Fig. 1: run 1, I/O nets highlighted
Scale bar: 20 um.
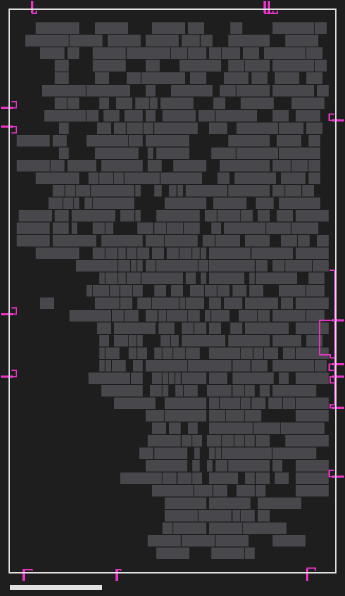
Fig. 2: run 1, clock wires, drivers and flops
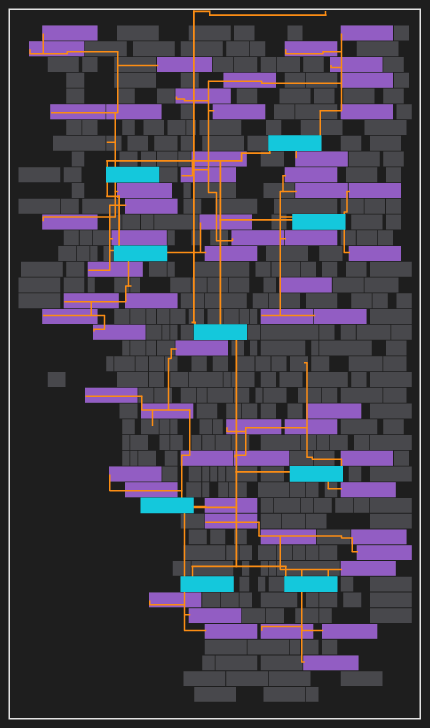
Fig. 3: run 1, sequential cells coloured by netlist name
Other sequential cells in the stronger grey, the rest of the logic in the fainter grey.
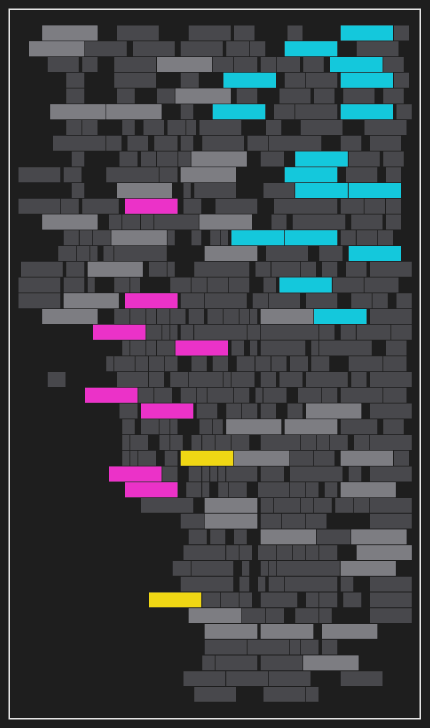
===== src/rtl/mem_ctrl_pkg.sv =====
// rtl/mem_ctrl_pkg.sv - shared state/error encodings and request legality helper for mem_req_ctrl
// Contents: state_t (IDLE/WAIT/RESP/ERR), err_code_t (ERR_NONE/ERR_ALIGN/ERR_MEM/ERR_TIMEOUT),
//           req_legal() -- exactly one of rd/wr and an even byte address.
package mem_ctrl_pkg;

  typedef enum logic [1:0] {
    IDLE = 2'd0,
    WAIT = 2'd1,
    RESP = 2'd2,
    ERR  = 2'd3
  } state_t;

  typedef enum logic [1:0] {
    ERR_NONE    = 2'd0,
    ERR_ALIGN   = 2'd1,
    ERR_MEM     = 2'd2,
    ERR_TIMEOUT = 2'd3
  } err_code_t;

  function automatic logic req_legal(input logic rd, input logic wr, input logic addr_lsb);
    return (rd ^ wr) & ~addr_lsb;
  endfunction

endpackage


===== src/rtl/mem_req_ctrl_if.sv =====
// rtl/mem_req_ctrl_if.sv - bus between mem_req_ctrl and mem_system
// master: drives mem_addr/mem_wdata/mem_rd/mem_wr, samples mem_rdata/mem_done/mem_stall/mem_hit/mem_err
// slave : mem_system side, the mirror image
interface mem_req_ctrl_if;
  logic [15:0] mem_addr;
  logic [15:0] mem_wdata;
  logic        mem_rd;
  logic        mem_wr;
  logic [15:0] mem_rdata;
  logic        mem_done;
  logic        mem_stall;
  logic        mem_hit;
  logic        mem_err;

  modport master (
    output mem_addr, mem_wdata, mem_rd, mem_wr,
    input  mem_rdata, mem_done, mem_stall, mem_hit, mem_err
  );

  modport slave (
    input  mem_addr, mem_wdata, mem_rd, mem_wr,
    output mem_rdata, mem_done, mem_stall, mem_hit, mem_err
  );
endinterface


===== src/rtl/sat_counter.sv =====
// rtl/sat_counter.sv - W-bit up counter that holds at all-ones
// Ports: clk, rst (async, active-high), inc (count enable), clr (sync clear, wins over inc), q (count)
module sat_counter #(
  parameter int W = 16
) (
  input  logic         clk,
  input  logic         rst,
  input  logic         inc,
  input  logic         clr,
  output logic [W-1:0] q
);

  logic [W-1:0] q_q, q_d;

  always_comb begin
    q_d = q_q;
    if (clr) begin
      q_d = '0;
    end else if (inc && (q_q != {W{1'b1}})) begin
      q_d = q_q + W'(1);
    end
  end

  always_ff @(posedge clk or posedge rst) begin
    if (rst) begin
      q_q <= '0;
    end else begin
      q_q <= q_d;
    end
  end

  assign q = q_q;

endmodule


===== src/rtl/mem_req_ctrl.sv =====
// rtl/mem_req_ctrl.sv - memory-stage request controller: issues one Rd/Wr pulse, stalls until Done, reports errors
// Ports: clk, rst (async, active-high); pipeline side req_rd/req_wr/req_addr/req_wdata in,
//        pipe_stall/resp_valid/rdata out; status err/err_code, statistics access_cnt/hit_cnt;
//        bus (mem_req_ctrl_if.master) towards mem_system.
module mem_req_ctrl
  import mem_ctrl_pkg::*;
#(
  parameter int TIMEOUT = 200,
  parameter int TO_W    = 8,
  parameter int CNT_W   = 16
) (
  input  logic              clk,
  input  logic              rst,
  input  logic              req_rd,
  input  logic              req_wr,
  input  logic [15:0]       req_addr,
  input  logic [15:0]       req_wdata,
  output logic              pipe_stall,
  output logic              resp_valid,
  output logic [15:0]       rdata,
  output logic              err,
  output logic [1:0]        err_code,
  output logic [CNT_W-1:0]  access_cnt,
  output logic [CNT_W-1:0]  hit_cnt,
  mem_req_ctrl_if.master    bus
);

  // Last WAIT cycle allowed: counter is 0 in the first WAIT cycle.
  localparam logic [TO_W-1:0] TO_LAST = TO_W'(TIMEOUT - 1);

  state_t          state_q, state_d;
  err_code_t       err_code_q, err_code_d;
  logic [15:0]     rdata_q;
  logic [TO_W-1:0] to_cnt;
  logic            any_req, legal, complete, enter_wait;
  logic            rd_c, wr_c, stall_c;
  logic            unused_stall;

  assign any_req = req_rd | req_wr;
  assign legal   = req_legal(req_rd, req_wr, req_addr[0]);

  // State register
  always_ff @(posedge clk or posedge rst) begin
    if (rst) begin
      state_q <= IDLE;
    end else begin
      state_q <= state_d;
    end
  end

  // Next-state logic; err_code is only ever changed on the way into ERR.
  always_comb begin
    state_d    = state_q;
    err_code_d = err_code_q;
    case (state_q)
      IDLE: begin
        if (any_req) begin
          if (!legal) begin
            state_d    = ERR;
            err_code_d = ERR_ALIGN;
          end else if (bus.mem_err) begin
            state_d    = ERR;
            err_code_d = ERR_MEM;
          end else if (bus.mem_done) begin
            state_d = RESP;
          end else begin
            state_d = WAIT;
          end
        end
      end
      WAIT: begin
        if (bus.mem_err) begin
          state_d    = ERR;
          err_code_d = ERR_MEM;
        end else if (bus.mem_done) begin
          state_d = RESP;
        end else if (to_cnt == TO_LAST) begin
          state_d    = ERR;
          err_code_d = ERR_TIMEOUT;
        end
      end
      RESP:    state_d = IDLE;
      default: state_d = ERR;
    endcase
  end

  // Output logic
  always_comb begin
    rd_c       = 1'b0;
    wr_c       = 1'b0;
    stall_c    = 1'b0;
    resp_valid = 1'b0;
    err        = 1'b0;
    case (state_q)
      IDLE: begin
        stall_c = any_req;
        if (legal) begin
          rd_c = req_rd;
          wr_c = req_wr;
        end
      end
      WAIT:    stall_c = 1'b1;
      RESP:    resp_valid = 1'b1;
      default: begin
        stall_c = 1'b1;
        err     = 1'b1;
      end
    endcase
  end

  // Strobes and stall must drop the moment rst rises, not at the next edge.
  assign bus.mem_rd    = rd_c & ~rst;
  assign bus.mem_wr    = wr_c & ~rst;
  assign pipe_stall    = stall_c & ~rst;
  assign bus.mem_addr  = req_addr;
  assign bus.mem_wdata = req_wdata;

  // Only IDLE and WAIT can move to RESP, and only on a clean Done.
  assign complete   = (state_d == RESP) && (state_q != RESP);
  assign enter_wait = (state_q == IDLE) && (state_d == WAIT);

  always_ff @(posedge clk or posedge rst) begin
    if (rst) begin
      rdata_q    <= '0;
      err_code_q <= ERR_NONE;
    end else begin
      if (complete && req_rd) begin
        rdata_q <= bus.mem_rdata;
      end
      err_code_q <= err_code_d;
    end
  end

  assign rdata    = rdata_q;
  assign err_code = err_code_q;

  sat_counter #(.W(CNT_W)) u_access_cnt (
    .clk (clk),
    .rst (rst),
    .inc (complete),
    .clr (1'b0),
    .q   (access_cnt)
  );

  sat_counter #(.W(CNT_W)) u_hit_cnt (
    .clk (clk),
    .rst (rst),
    .inc (complete & bus.mem_hit),
    .clr (1'b0),
    .q   (hit_cnt)
  );

  sat_counter #(.W(TO_W)) u_timeout_cnt (
    .clk (clk),
    .rst (rst),
    .inc (state_q == WAIT),
    .clr (enter_wait),
    .q   (to_cnt)
  );

  // mem_system Stall is informational only here.
  assign unused_stall = bus.mem_stall;

endmodule

===== src/flat_wrapper.sv =====
// flat-port wrapper written by rule: the top's interface ports become plain ports
module mem_req_ctrl_flat import mem_ctrl_pkg::*;
#(
  parameter int TIMEOUT = 200,
  parameter int TO_W    = 8,
  parameter int CNT_W   = 16
)
  (clk, rst, req_rd, req_wr, req_addr, req_wdata, pipe_stall, resp_valid, rdata, err, err_code, access_cnt, hit_cnt, bus_mem_addr, bus_mem_wdata, bus_mem_rd, bus_mem_wr, bus_mem_rdata, bus_mem_done, bus_mem_stall, bus_mem_hit, bus_mem_err);
  mem_req_ctrl_if bus_i ();
  input  logic clk;
  input  logic rst;
  input  logic req_rd;
  input  logic req_wr;
  input  logic [15:0] req_addr;
  input  logic [15:0] req_wdata;
  output logic pipe_stall;
  output logic resp_valid;
  output logic [15:0] rdata;
  output logic err;
  output logic [1:0] err_code;
  output logic [CNT_W-1:0] access_cnt;
  output logic [CNT_W-1:0] hit_cnt;
  output wire logic [$bits(bus_i.mem_addr)-1:0] bus_mem_addr;
  output wire logic [$bits(bus_i.mem_wdata)-1:0] bus_mem_wdata;
  output wire logic [$bits(bus_i.mem_rd)-1:0] bus_mem_rd;
  output wire logic [$bits(bus_i.mem_wr)-1:0] bus_mem_wr;
  input wire logic [$bits(bus_i.mem_rdata)-1:0] bus_mem_rdata;
  input wire logic [$bits(bus_i.mem_done)-1:0] bus_mem_done;
  input wire logic [$bits(bus_i.mem_stall)-1:0] bus_mem_stall;
  input wire logic [$bits(bus_i.mem_hit)-1:0] bus_mem_hit;
  input wire logic [$bits(bus_i.mem_err)-1:0] bus_mem_err;
  assign bus_mem_addr = bus_i.mem_addr;
  assign bus_mem_wdata = bus_i.mem_wdata;
  assign bus_mem_rd = bus_i.mem_rd;
  assign bus_mem_wr = bus_i.mem_wr;
  assign bus_i.mem_rdata = bus_mem_rdata;
  assign bus_i.mem_done = bus_mem_done;
  assign bus_i.mem_stall = bus_mem_stall;
  assign bus_i.mem_hit = bus_mem_hit;
  assign bus_i.mem_err = bus_mem_err;
  mem_req_ctrl #(.TIMEOUT(TIMEOUT), .TO_W(TO_W), .CNT_W(CNT_W)) u_core (.clk(clk), .rst(rst), .req_rd(req_rd), .req_wr(req_wr), .req_addr(req_addr), .req_wdata(req_wdata), .pipe_stall(pipe_stall), .resp_valid(resp_valid), .rdata(rdata), .err(err), .err_code(err_code), .access_cnt(access_cnt), .hit_cnt(hit_cnt), .bus(bus_i));
endmodule

===== config.mk =====
export PLATFORM = sky130hd
export DESIGN_NAME = mem_req_ctrl_flat
export DESIGN_NICKNAME = d
export VERILOG_FILES = /design/src/rtl/mem_ctrl_pkg.sv /design/src/rtl/mem_req_ctrl_if.sv /design/src/rtl/sat_counter.sv /design/src/rtl/mem_req_ctrl.sv /design/src/flat_wrapper.sv
export SDC_FILE = /design/constraint.sdc
export NUM_CORES = 1
export LEC_CHECK = 0
export CORE_ASPECT_RATIO = 1.75
export CORE_UTILIZATION = 37
export DETAILED_ROUTE_END_ITERATION = 8
export PLACE_DENSITY = 0.76
export SLEW_MARGIN = 20
export SYNTH_ARGS = -nofsm -noshare
export SYNTH_HDL_FRONTEND = slang
export SYNTH_SLANG_ARGS = --single-unit

===== constraint.sdc =====
create_clock -name clk -period 2 [get_ports clk]
set_clock_uncertainty 0.1 [all_clocks]
set_input_delay 0.4 -clock clk [delete_from_list [all_inputs] [get_ports clk]]
set_output_delay 0.4 -clock clk [all_outputs]
set_load 0.1 [all_outputs]

==> results.sh, run 1 <==
# yosys + openroad results
export IMPL_hold_start="u_core.rdata[14]"
export IMPL_routed_wl_mm=8.069
export IMPL_finalSetupViolations=46
export IMPL_min_period_ns=2.202
export IMPL_crit_path_top_delay_cell="or3_4"
export IMPL_wl_met3_um=440
export IMPL_top_area_cell="dfrtp_1"
export IMPL_finalWorstSetupSlack_ns=-0.2019
export IMPL_violations="DRC, setup timing"
export IMPL_crit_buf_inv=3
export IMPL_cts_root_buf="clkbuf_16"
export IMPL_antenna_left=0
export IMPL_grt_ovfl_total=0
export IMPL_place_congestion=0.7983
export IMPL_drcViolationCount=32
export IMPL_run_status="complete, but fails checks"
export IMPL_timing_fmax_ghz=0.4542
export IMPL_utilization=0.6601
export IMPL_highest_layer="met4"
export IMPL_avgSynthCellArea_um2=11.12
-- Fig. 1 (at the start) --
Magenta stands for req_wdata, direction input, edge 6 right, 4 left, 3 bottom, 3 top, end cells 0, buffers 0, wire 86.4 um.
Port Buffer Count: 79
Boundary Pins: 143

-- Fig. 2 (at the start) --
Cyan stands for cells driving clock nets, count 9. Orange stands for clock wires, length 843 um. Purple stands for flip-flops, count 60.
Position of the flops: spread over the die. There are 10 routed clock nets.

-- Fig. 3 (at the start) --
Yellow stands for u_core.err_code, flops 2. Magenta stands for u_core.u_timeout_cnt.q, flops 8. Cyan stands for u_core.rdata, flops 16, where upper right.
Another 34 sequential cells are not coloured.

## Run 2: what changed since run 1
--- a/config.mk
+++ b/config.mk
@@ -9,7 +9,9 @@
 export CORE_UTILIZATION = 37
 export DETAILED_ROUTE_END_ITERATION = 8
 export PLACE_DENSITY = 0.76
+export REMOVE_ABC_BUFFERS = 1
 export SLEW_MARGIN = 20
 export SYNTH_ARGS = -nofsm -noshare
 export SYNTH_HDL_FRONTEND = slang
 export SYNTH_SLANG_ARGS = --single-unit
+export TNS_END_PERCENT = 100
Fig. 4: run 2, I/O nets highlighted
Scale bar: 20 um.
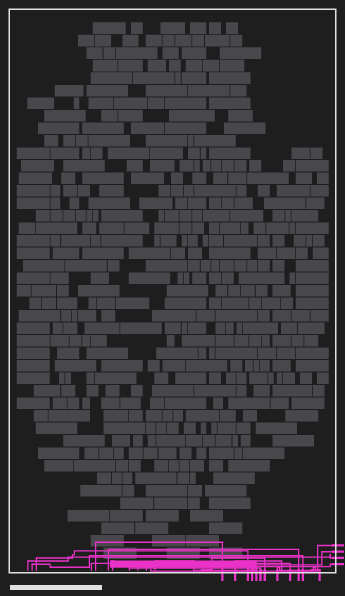
Magenta stands for req_wdata, direction input, edge 12 bottom, 4 right, end cells 0, buffers 0, wire 603 um.

Fig. 5: run 2, sequential cells coloured by netlist name
Other sequential cells in the stronger grey, the rest of the logic in the fainter grey.
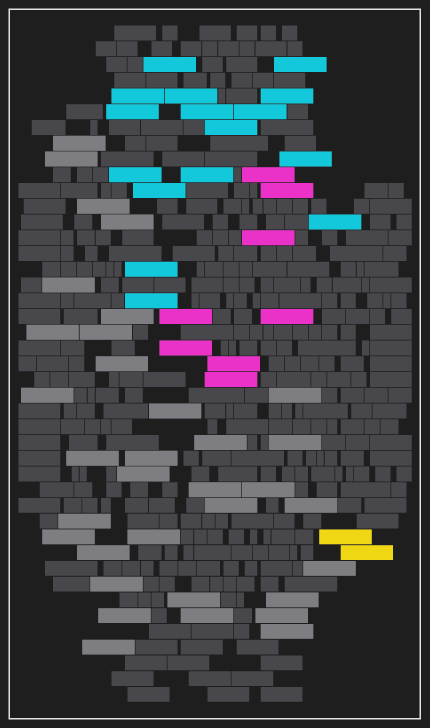
Magenta stands for u_core.u_timeout_cnt.q, flops 8, where centre. Yellow stands for u_core.err_code, flops 2. Cyan stands for u_core.rdata, flops 16.
Another 34 sequential cells are not coloured.

Fig. 6: run 2, clock wires, drivers and flops
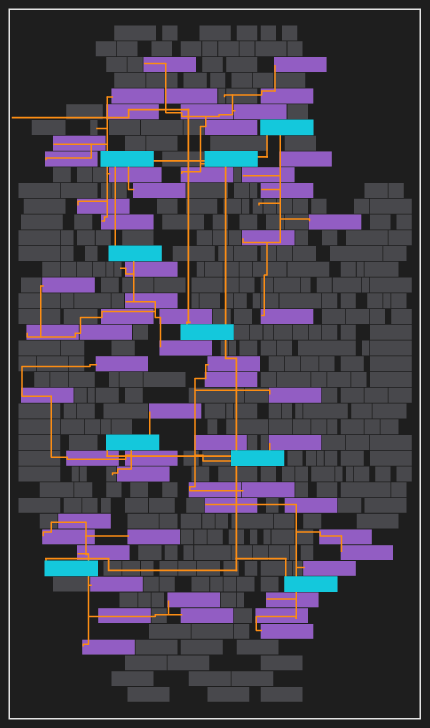
Cyan stands for cells driving clock nets, count 9. Orange stands for clock wires, length 783 um. Purple stands for flip-flops, count 60.
There are 10 routed clock nets.

==> run 2 against run 1 <==
The flow still finishes with violations (DRC, setup timing). Flip-flop count unchanged. Count of clock-buffer cells in the layout increased by 5. First-iteration DRC count shrank 30%. Sequential share of layout area down 1.9 points. Maximum frequency fell by 3.7%. Area after synthesis unchanged. Register-to-register slack worse by 0.13 ns. Critical path depth increased by 2. Power increased by 0.46%. Clock power shrank 19%. Critical endpoint is now u_core.rdata[11]. Highest routed layer is now met5.
==> results.sh, run 2 <==
# yosys + openroad results
export IMPL_crit_path_top_delay_cell="dfrtp_1"
export IMPL_common_cells="dfrtp_1, buf_4, xnor2_1, nor2_1"
export IMPL_hold_start="u_core.rdata[11]"
export IMPL_wl_met3_um=759
export IMPL_cts_root_buf="clkbuf_16"
export IMPL_ys_sh_aoi=0.05971
export IMPL_routed_wl_mm=9.689
export IMPL_antenna_left=0
export IMPL_xor_share=0.09162
export IMPL_comb_power_mw=4.91
export IMPL_grt_ovfl_total=0
export IMPL_powerSeq_mw=1.81
export IMPL_via_per_inst=5.327
export IMPL_clkSinkCount=60
export IMPL_finalSetupViolations=52
export IMPL_multiInputGateArea_um2=1669
export IMPL_drcViolationCount=14
export IMPL_place_congestion=0.7974
export IMPL_min_period_ns=2.286
export IMPL_final_common_cell="buf_4"
export IMPL_crit_buf_inv=4
export IMPL_cts_tree="done"
export IMPL_violations="DRC, setup timing"
export IMPL_nWellTaps=90
export IMPL_combPwrFrac=0.608
export IMPL_timing_fmax_ghz=0.4375
export IMPL_run_status="complete, but fails checks"
export IMPL_p_leak_nw=2.529
export IMPL_utilization=0.6926
export IMPL_drt_initial_drc_count=95
export IMPL_highest_layer="met5"
export IMPL_port_buffer_count=79
export IMPL_avgSynthCellArea_um2=11.12
export IMPL_finalWorstSetupSlack_ns=-0.2860
export IMPL_top_area_cell="dfrtp_1"
## Run 3: what changed since run 2
--- a/config.mk
+++ b/config.mk
@@ -5,7 +5,7 @@
 export SDC_FILE = /design/constraint.sdc
 export NUM_CORES = 1
 export LEC_CHECK = 0
-export CORE_ASPECT_RATIO = 1.75
+export CORE_ASPECT_RATIO = 0.5
 export CORE_UTILIZATION = 37
 export DETAILED_ROUTE_END_ITERATION = 8
 export PLACE_DENSITY = 0.76
==> constraint.sdc (replaced) <==
create_clock -name clk -period 2 [get_ports clk]
set_clock_uncertainty 0.1 [all_clocks]
set_input_delay 0.4 -clock clk [delete_from_list [all_inputs] [get_ports clk]]
set_output_delay 0.4 -clock clk [all_outputs]
set_load 0.02 [all_outputs]
Fig. 7: run 3, clock wires, drivers and flops
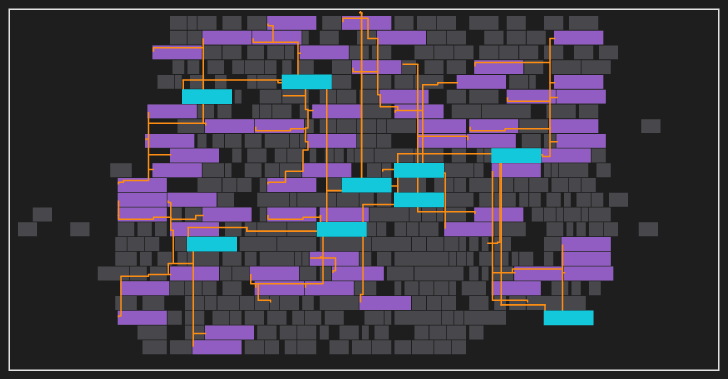
Orange stands for clock wires, length 798 um. Cyan stands for cells driving clock nets, count 9. Purple stands for flip-flops, count 60.
There are 10 routed clock nets.
power share of the clock group: 0.263
Worst-Skew Late Latency: 0.33 ns
Power Clock: 1.57 mW

Fig. 8: run 3, met1 routing
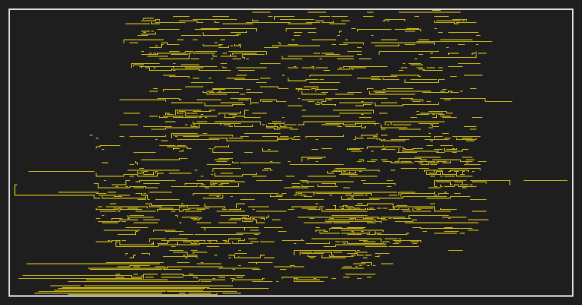
402 nets have wire on it. The layer carries 3880 um of wire. The wires run mostly horizontal. The layer holds 39% of the routed length. The longest straight run is 34.5 um.

Fig. 9: run 3, track usage over the die
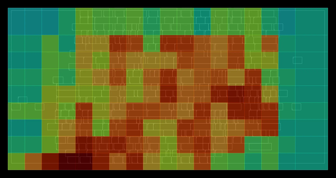
WL/cell: 19.64 um
Final Util: 0.6028
GRT Total Usage: 0.2213

==> run 3 against run 2 <==
The run ends with setup timing left. Largest power group unchanged. Sequential share of layout area rose by 4.0 points. Register-to-register slack better by 0.06 ns. Combinational power is 48% lower. Flip-flop count stayed put.
==> results.sh, run 3 <==
# yosys + openroad results
export IMPL_top_area_cell="dfrtp_1"
export IMPL_drcViolationCount=0
export IMPL_finalSetupViolations=49
export IMPL_port_buffer_count=79
export IMPL_ys_sh_aoi=0.05971
export IMPL_combPwrFrac=0.430
export IMPL_cts_max_level=3
export IMPL_flop_area_um2=1504
export IMPL_min_to="u_core.u_hit_cnt.q[9]"
export IMPL_hold_start="u_core.u_hit_cnt.q[9]"
export IMPL_sh_seq_area=0.3119
export IMPL_top_power_group="combinational cells"
export IMPL_nWellTaps=112
export IMPL_run_status="complete, but fails checks"
export IMPL_avgSynthCellArea_um2=11.12
export IMPL_postCtsSetupBuffers=9
export IMPL_xor_share=0.09162
export IMPL_cts_root_buf="clkbuf_16"
export IMPL_largest_cell_class="combinational gates"
export IMPL_final_common_cell="clkdlybuf4s50_1"
export IMPL_crit_path_top_delay_cell="or3_4"
export IMPL_grt_busiest_layer="met2"
export IMPL_highest_layer="met5"
export IMPL_p_leak_nw=2.141
export IMPL_synth_flops=60
export IMPL_min_period_ns=2.225
export IMPL_wl_met3_um=768
export IMPL_reg2reg_depth=6
export IMPL_comb_share=0.3137
export IMPL_die_size_y_um=66.30
export IMPL_n_clock_buffer=12
export IMPL_violations="setup timing"
export IMPL_grt_ovfl_total=0
export IMPL_routed_wl_mm=9.920
export IMPL_cts_tree="done"
export IMPL_antenna_left=0
export IMPL_timing_fmax_ghz=0.4494
export IMPL_common_cells="dfrtp_1, buf_4, xnor2_1, nor2_1"
export IMPL_comb_power_mw=2.57
export IMPL_synth_simple_area_share=0.1665
export IMPL_swShare=0.3364
export IMPL_crit_buf_inv=1
export IMPL_seq_cell_count=60
export IMPL_powerSeq_mw=1.84
export IMPL_drt_initial_drc_count=122
export IMPL_via_per_inst=5.158
export IMPL_finalWorstSetupSlack_ns=-0.2253
export IMPL_place_congestion=0.7964
export IMPL_multiInputGateArea_um2=1513
export IMPL_clkSinkCount=60
Power is estimated from default activity; no workload was simulated.
